<file path="src/rtl/match_result_fsm.sv">
// match_result_fsm: two-innings match controller.
// Tracks innings 1, the innings break and innings 2, ends the match early
// when the chasing side passes the target, and latches winner, margin and
// a one-cycle result strobe.
// Optional feature macro: TIE_BREAK_WKTS_EN (on equal runs, the side with
// fewer wickets lost wins by the wicket difference).
module match_result_fsm #(
    parameter int MAX_BALLS   = 120,
    parameter int MAX_WICKETS = 10,
    parameter int RUN_W       = 8,
    parameter int BALL_W      = 7,
    parameter int WKT_W       = 4
) (
    input  logic              clk_fpga,
    input  logic              reset,
    input  logic [RUN_W-1:0]  team1_runs,
    input  logic [WKT_W-1:0]  team1_wkts,
    input  logic [BALL_W-1:0] team1_balls,
    input  logic [RUN_W-1:0]  team2_runs,
    input  logic [WKT_W-1:0]  team2_wkts,
    input  logic [BALL_W-1:0] team2_balls,
    input  logic              next_inning,
    output logic              batting_team,
    output logic              inning_over,
    output logic              game_over,
    output logic [1:0]        winner,
    output logic [RUN_W-1:0]  margin,
    output logic              result_valid,
    output logic [1:0]        state
);

    typedef enum logic [1:0] {
        INN1  = 2'b00,
        BREAK = 2'b01,
        INN2  = 2'b10,
        DONE  = 2'b11
    } state_t;

    localparam logic [1:0] WIN_NONE = 2'b00;
    localparam logic [1:0] WIN_T1   = 2'b01;
    localparam logic [1:0] WIN_T2   = 2'b10;
    localparam logic [1:0] WIN_TIE  = 2'b11;

    // Limits brought to the width of the counters they are compared with.
    localparam logic [WKT_W-1:0]  MAX_WKTS_L  = WKT_W'(MAX_WICKETS);
    localparam logic [BALL_W-1:0] MAX_BALLS_L = BALL_W'(MAX_BALLS);

    // Run difference, clamped at zero so a negative result never escapes.
    function automatic logic [RUN_W-1:0] run_diff(input logic [RUN_W-1:0] a,
                                                  input logic [RUN_W-1:0] b);
        return (a >= b) ? (a - b) : '0;
    endfunction

    // Wicket difference, clamped at zero and zero-extended to run width.
    function automatic logic [RUN_W-1:0] wkt_diff(input logic [WKT_W-1:0] hi,
                                                  input logic [WKT_W-1:0] lo);
        logic [WKT_W-1:0] d;
        d = (hi >= lo) ? (hi - lo) : '0;
        return RUN_W'(d);
    endfunction

    state_t             state_q, state_d;
    logic               batting_team_q, batting_team_d;
    logic               inning_over_q, inning_over_d;
    logic               game_over_q, game_over_d;
    logic [1:0]         winner_q, winner_d;
    logic [RUN_W-1:0]   margin_q, margin_d;
    logic               result_valid_q, result_valid_d;

    logic done1, done2, chase;

    // Innings-complete and chase conditions from the live score inputs.
    always_comb begin
        done1 = (team1_wkts >= MAX_WKTS_L) || (team1_balls >= MAX_BALLS_L);
        done2 = (team2_wkts >= MAX_WKTS_L) || (team2_balls >= MAX_BALLS_L);
        chase = (team2_runs > team1_runs);
    end

    // Next-state and next-output logic; every output is registered below.
    always_comb begin
        state_d        = state_q;
        batting_team_d = batting_team_q;
        inning_over_d  = inning_over_q;
        game_over_d    = game_over_q;
        winner_d       = winner_q;
        margin_d       = margin_q;
        result_valid_d = 1'b0;

        unique case (state_q)
            INN1: begin
                batting_team_d = 1'b0;
                if (done1) begin
                    state_d       = BREAK;
                    inning_over_d = 1'b1;
                end
            end
            BREAK: begin
                inning_over_d = 1'b1;
                if (next_inning) begin
                    state_d        = INN2;
                    inning_over_d  = 1'b0;
                    batting_team_d = 1'b1;
                end
            end
            INN2: begin
                // Chase is tested first so that passing the target on the
                // last ball is still a team 2 win.
                if (chase) begin
                    state_d        = DONE;
                    winner_d       = WIN_T2;
                    margin_d       = wkt_diff(MAX_WKTS_L, team2_wkts);
                    inning_over_d  = 1'b1;
                    game_over_d    = 1'b1;
                    result_valid_d = 1'b1;
                end else if (done2) begin
                    state_d        = DONE;
                    inning_over_d  = 1'b1;
                    game_over_d    = 1'b1;
                    result_valid_d = 1'b1;
                    if (team1_runs > team2_runs) begin
                        winner_d = WIN_T1;
                        margin_d = run_diff(team1_runs, team2_runs);
                    end else begin
`ifdef TIE_BREAK_WKTS_EN
                        if (team1_wkts < team2_wkts) begin
                            winner_d = WIN_T1;
                            margin_d = wkt_diff(team2_wkts, team1_wkts);
                        end else if (team2_wkts < team1_wkts) begin
                            winner_d = WIN_T2;
                            margin_d = wkt_diff(team1_wkts, team2_wkts);
                        end else begin
                            winner_d = WIN_TIE;
                            margin_d = '0;
                        end
`else
                        winner_d = WIN_TIE;
                        margin_d = '0;
`endif
                    end
                end
            end
            DONE: begin
                // Absorbing: result held until reset.
                state_d = DONE;
            end
            default: state_d = INN1;
        endcase
    end

    // State and output registers with synchronous active-high reset.
    always_ff @(posedge clk_fpga) begin
        if (reset) begin
            state_q        <= INN1;
            batting_team_q <= 1'b0;
            inning_over_q  <= 1'b0;
            game_over_q    <= 1'b0;
            winner_q       <= WIN_NONE;
            margin_q       <= '0;
            result_valid_q <= 1'b0;
        end else begin
            state_q        <= state_d;
            batting_team_q <= batting_team_d;
            inning_over_q  <= inning_over_d;
            game_over_q    <= game_over_d;
            winner_q       <= winner_d;
            margin_q       <= margin_d;
            result_valid_q <= result_valid_d;
        end
    end

    assign state        = state_q;
    assign batting_team = batting_team_q;
    assign inning_over  = inning_over_q;
    assign game_over    = game_over_q;
    assign winner       = winner_q;
    assign margin       = margin_q;
    assign result_valid = result_valid_q;

endmodule
</file>
<file path="config.mk">
export PLATFORM = sky130hd
export DESIGN_NAME = match_result_fsm
export DESIGN_NICKNAME = d
export VERILOG_FILES = /design/src/rtl/match_result_fsm.sv
export SDC_FILE = /design/constraint.sdc
export NUM_CORES = 1
export LEC_CHECK = 0
export ABC_AREA = 1
export ABC_CLOCK_PERIOD_IN_PS = 1960
export CAP_MARGIN = 20
export CELL_PAD_IN_SITES_DETAIL_PLACEMENT = 1
export CELL_PAD_IN_SITES_GLOBAL_PLACEMENT = 1
export CORE_ASPECT_RATIO = 2
export CORE_UTILIZATION = 28
export CTS_CLUSTER_SIZE = 28
export DETAILED_ROUTE_END_ITERATION = 8
export MAX_ROUTING_LAYER = met4
export PLACE_DENSITY_LB_ADDON = 0.1
export SYNTH_ARGS = -nofsm -noshare
export SYNTH_HDL_FRONTEND = slang
export SYNTH_SLANG_ARGS = --single-unit
</file>
<file path="constraint.sdc">
create_clock -name clk_fpga -period 1.96 [get_ports clk_fpga]
set_input_delay 0.294 -clock clk_fpga [delete_from_list [all_inputs] [get_ports clk_fpga]]
set_output_delay 0.294 -clock clk_fpga [all_outputs]
set_load 0.1 [all_outputs]
</file>
### Routed metal, one color a layer, run 1

Drawn at 4 px/µm. Only two layers are drawn.
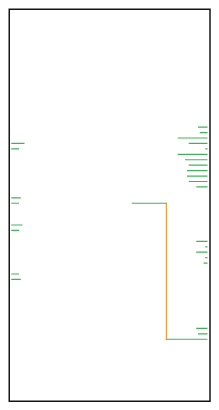
[metal 3] green | wire length: 94.3 µm
[metal 4] orange | wire length: 34.0 µm

### Congestion heat map, run 1

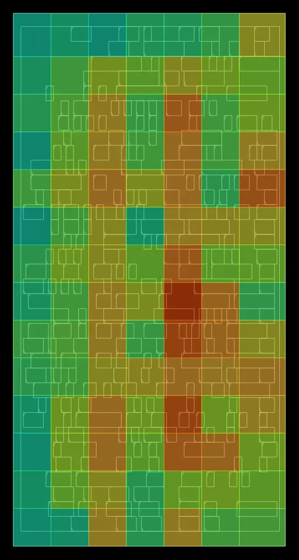
Final Util: 47.3%
routed length per instance: 11.6 µm
GR Util met1: 14.2%

==> Slide: Implementation Results, run 1 <==
Physical Implementation Snapshot

Pwr
  • Comb pwr: 0.000575 W
  • Top power group: combinational cells

Synth
  • Synth warn: 0
  • Adder Share, Synth: about 11%
  • Largest family of logic cells by area: simple AND/OR/NAND/NOR gates
  • Dominant cell area share: 25.0%
  • Yosys stat area: 1280 µm²

Run status
  • Status: finished, final reports clean

Final layout
  • Share of post-route cells with drive strength above 1: 24.6%
  • Ant diodes: 0
  • Most numerous logic cell after layout: nand2_1

Global route
  • Largest net degree at the start of global routing: 10

Detailed routing
  • Vias per inst: 4.49
  • DRT Pass-1 Iters: 4
  • Antenna-violating nets left: 0
  • Initial DRC Count: 2

Place
  • IO Port Bufs: 49

Run
  • Max Cap Viol: 0

Timing
  • Final setup margin: 0.132 ns
  • Slew Viols, Final: 0
### Zoomed window, run 1

Region (10, 53) to (40, 83) µm. Cells in gray, sequential cells in the stronger gray; small squares are vias.
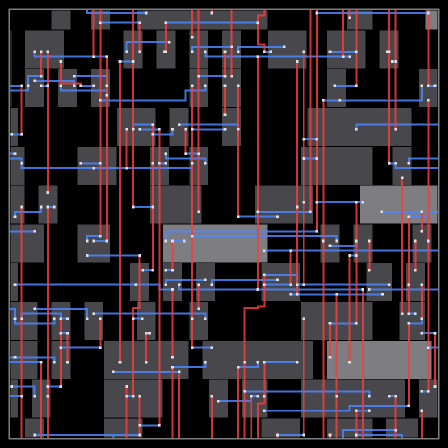
[metal 1] blue
[metal 2] red
most frequent: nand2_1 (19), nor2_1 (11), inv_1 (6)
sequential cells in the window: 3
cells with their middle in the window: 68

### Metal 1, run 1

Drawn at 4 px/µm. Supply wires on this layer in gray.
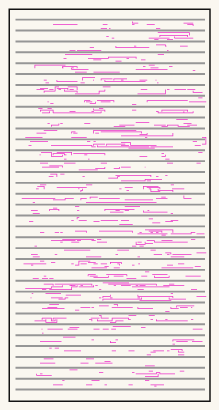
nets with wire on the layer: 262
wire length on this layer: 1,200 µm

[run 1: layer usage]
layer	routed length [µm]	share of wire (%)	GRT usage [%]	vias up
li1	-	-	-	735
met1	1200	33	14.2	645
met2	2330	64	37.1	28
met3	94	2.6	1.41	2
met4	34	0.93	4.62	0
met5	0	0	-	-
[run 1: final timing paths]
| path | startpoint | end | slack [ns] | cells past startpoint |
|---|---|---|---|---|
| max | team2_runs[7] | margin[4] | 0.13 | 12 |
| min | inning_over | inning_over | 0.45 | 2 |
| max reg2reg | state[1] | margin[7] | 0.71 | 6 |
| min reg2reg | inning_over | inning_over | 0.45 | 2 |
[run 1: cells in the mapped netlist, types with 2 or more instances]
master	number
ha_1	10
nand2_1	57
nand3b_1	8
inv_1	30
nor2_1	27
a21oi_1	7
a21boi_0	3
nand2_4	3
nand3_1	7
nand2_2	2
nand4_1	4
o21ai_0	4
xor2_1	2
dfxtp_1	16
[run 1: sequential cells by signal, indices dropped and copies added, names as in the netlist]
register	cells
inning_over	1
result_valid	1
batting_team	1
winner	2
game_over	1
state	2
margin	8
[run 1: worst max-delay path, stage by stage]
cell and delay (ns):
clkdlybuf4s50_1 0.47, inv_1 0.07, ha_4 0.28, nand2_2 0.07, nor2_4 0.13, nand3_2 0.10
nand2_4 0.18, nand2_8 0.11, nand2_8 0.10, nor2_1 0.05, nand2_1 0.06, nand2_1 0.04
[run 1: repair_timing]
action / in CTS / in global routing
gates cloned: 1 / 0
hold endpoints to repair: 0 / 0
setup buffers: 1 / 0
gates resized: 18 / 8
endpoints found under the setup margin: 11 / 6
pin swaps: 7 / 6
==> run 2, diff against run 1 <==
--- a/config.mk
+++ b/config.mk
@@ -14,6 +14,7 @@
 export CORE_UTILIZATION = 28
 export CTS_CLUSTER_SIZE = 28
 export DETAILED_ROUTE_END_ITERATION = 8
+export GPL_ROUTABILITY_DRIVEN = 0
 export MAX_ROUTING_LAYER = met4
 export PLACE_DENSITY_LB_ADDON = 0.1
 export SYNTH_ARGS = -nofsm -noshare
### Routed metal, one color a layer, run 2

Drawn at 4 px/µm. Only two layers are drawn.
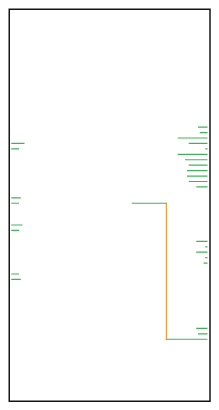
[metal 4] orange | wire length: 34.0 µm
[metal 3] green | wire length: 94.3 µm

### Gate families picked out, run 2

Drawn at 6 px/µm.
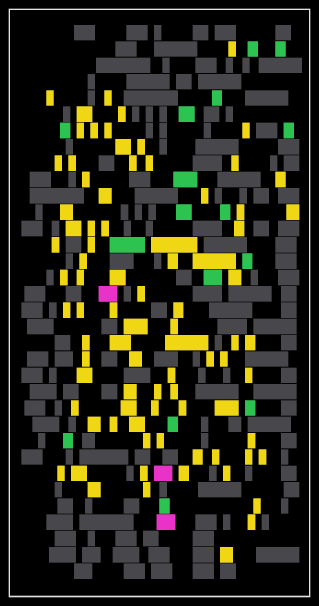
[XOR/XNOR gates] magenta | cells: 3 | most used: xor2_1
[NAND gates] yellow | cells: 84 | most used: nand2_1
[inverting AOI/OAI gates] green | cells: 16 | most used: a21oi_1

==> Slide: Implementation Results, run 2 <==
Physical Implementation Snapshot

Detailed routing
  • Vias per inst: 4.49
  • WL met2: 2330 µm
  • Routed length per instance: 11.6 µm
  • Antenna-violating nets left: 0
  • Total number of vias: 1,410
  • DRT Pass-1 Iters: 4
  • Initial DRC Count: 2
  • Max Used Layer: met4
  • M1 wire length: 1200 µm

Hold path
  • Worst hold start: inning_over
  • WHS Endpoint: inning_over
  • Hold Path Depth: 2

Global route
  • Met3 Use GR: 1.41%
  • Vias in the first global route: between 1,500 and 2,000
  • GR Util met1: 14.2%
  • GR peak layer: met2
  • Total track usage: 17.3%
  • Met2 GRT Util: 37.1%
  • Largest net degree at the start of global routing: 10

Final layout
  • Ant diodes: 0
  • Max reg flops: 8
  • Most numerous logic cell after layout: nand2_1
  • Share of post-route cells with drive strength above 1: 24.6%
  • Synth-to-layout area growth: 62.1%

Worst setup path
  • FF-to-FF setup slack: between 0.7 and 0.8 ns
  • Critical Path Slowest Stage Cell: clkdlybuf4s50_1
  • Worst Reg2Reg Path Length in Cells: 6
  • Crit path cell chain: clkdlybuf4s50_1, inv_1, ha_4, nand2_2, nor2_4, nand3_2, nand2_4, nand2_8, nand2_8, nor2_1, nand2_1, nand2_1
  • Worst reg2reg path endpoint: margin[7]
  • Worst stage delay on the critical path: 0.47 ns
  • Worst R2R Start: state[1]

Synth
  • Dominant cell area share: between 20% and 30%
  • Yosys top cell by instances: nand2_1
  • Adder Share, Synth: between 10% and 20%
  • Post-Synth AOI/OAI Area: 8.02%
  • Largest family of logic cells by area: simple AND/OR/NAND/NOR gates
  • Yosys stat area: between 1000 and 1500 µm²
  • Basic Gates by Area: 43.0%
  • Synth warn: 0

Run status
  • Status: finished, final reports clean

Timing
  • Slew Viols, Final: 0

Place
  • IO Port Bufs: 49
run 2: cell counts after synthesis:
No cell type changed its count.
run 2: worst max-delay path by stage:
| stage | from | to | slack [ns] | cells past startpoint |
|---|---|---|---|---|
| global route | team2_runs[2] | margin[5] | 0.02 | 12 |
| finish | team2_runs[7] | margin[4] | 0.13 | 12 |
| floorplan | state[1] | margin[0] | 0.05 | 6 |
| global placement | team1_runs[0] | margin[1] | -0.32 | 14 |
| CTS | team2_runs[7] | margin[1] | 0.004 | 12 |
| detailed placement | team1_runs[0] | margin[4] | -0.36 | 14 |
run 2: stage by stage:
| step | cell area, µm² | worst slack (ns) | util [%] |
|---|---|---|---|
| final | 2070 | 0.132 | 47.3 |
| after global routing | 2070 | 0.0187 | 47.3 |
| after detailed placement | 1910 | -0.361 | 43.5 |
| after global placement | 1910 | -0.324 | 43.5 |
| after CTS | 2040 | 0.00442 | 46.5 |
| after floorplan | 1280 | 0.0510 | - |
run 2: final cells by class:
class                           count  area share [%]
Clock buffer                        4            2.65
Inverter                           30            5.43
Multi-Input combinational cell    145            45.1
Sequential cell                    16            15.4
Tap cell                           54            3.26
Timing Repair Buffer               65            28.1
run 2: critical path: cells and delay by family:
kind | cells | cell delay, ns
buffers and inverters | 2 | 0.54
adders and majority gates | 1 | 0.28
and+or+nand+nor | 9 | 0.84
run 2: power groups by stage:
stage	combinational, W	clock, W	sequential, W
floorplan	0.000209	0	0.000513
global placement	0.000537	0	0.000371
detailed placement	0.000544	0	0.000373
CTS	0.000576	0.000298	0.000365
global route	0.000630	0.000311	0.000367
finish	0.000575	0.000291	0.000364
run 2: repair_timing:
item                                    in CTS  in global routing
endpoints found under the setup margin      11                  6
gates resized                               18                  8
buffers inserted                             1                  0
cloned                                       1                  0
pin swaps                                    7                  6
No activity file was given, so power comes from the tool's default toggle rates.
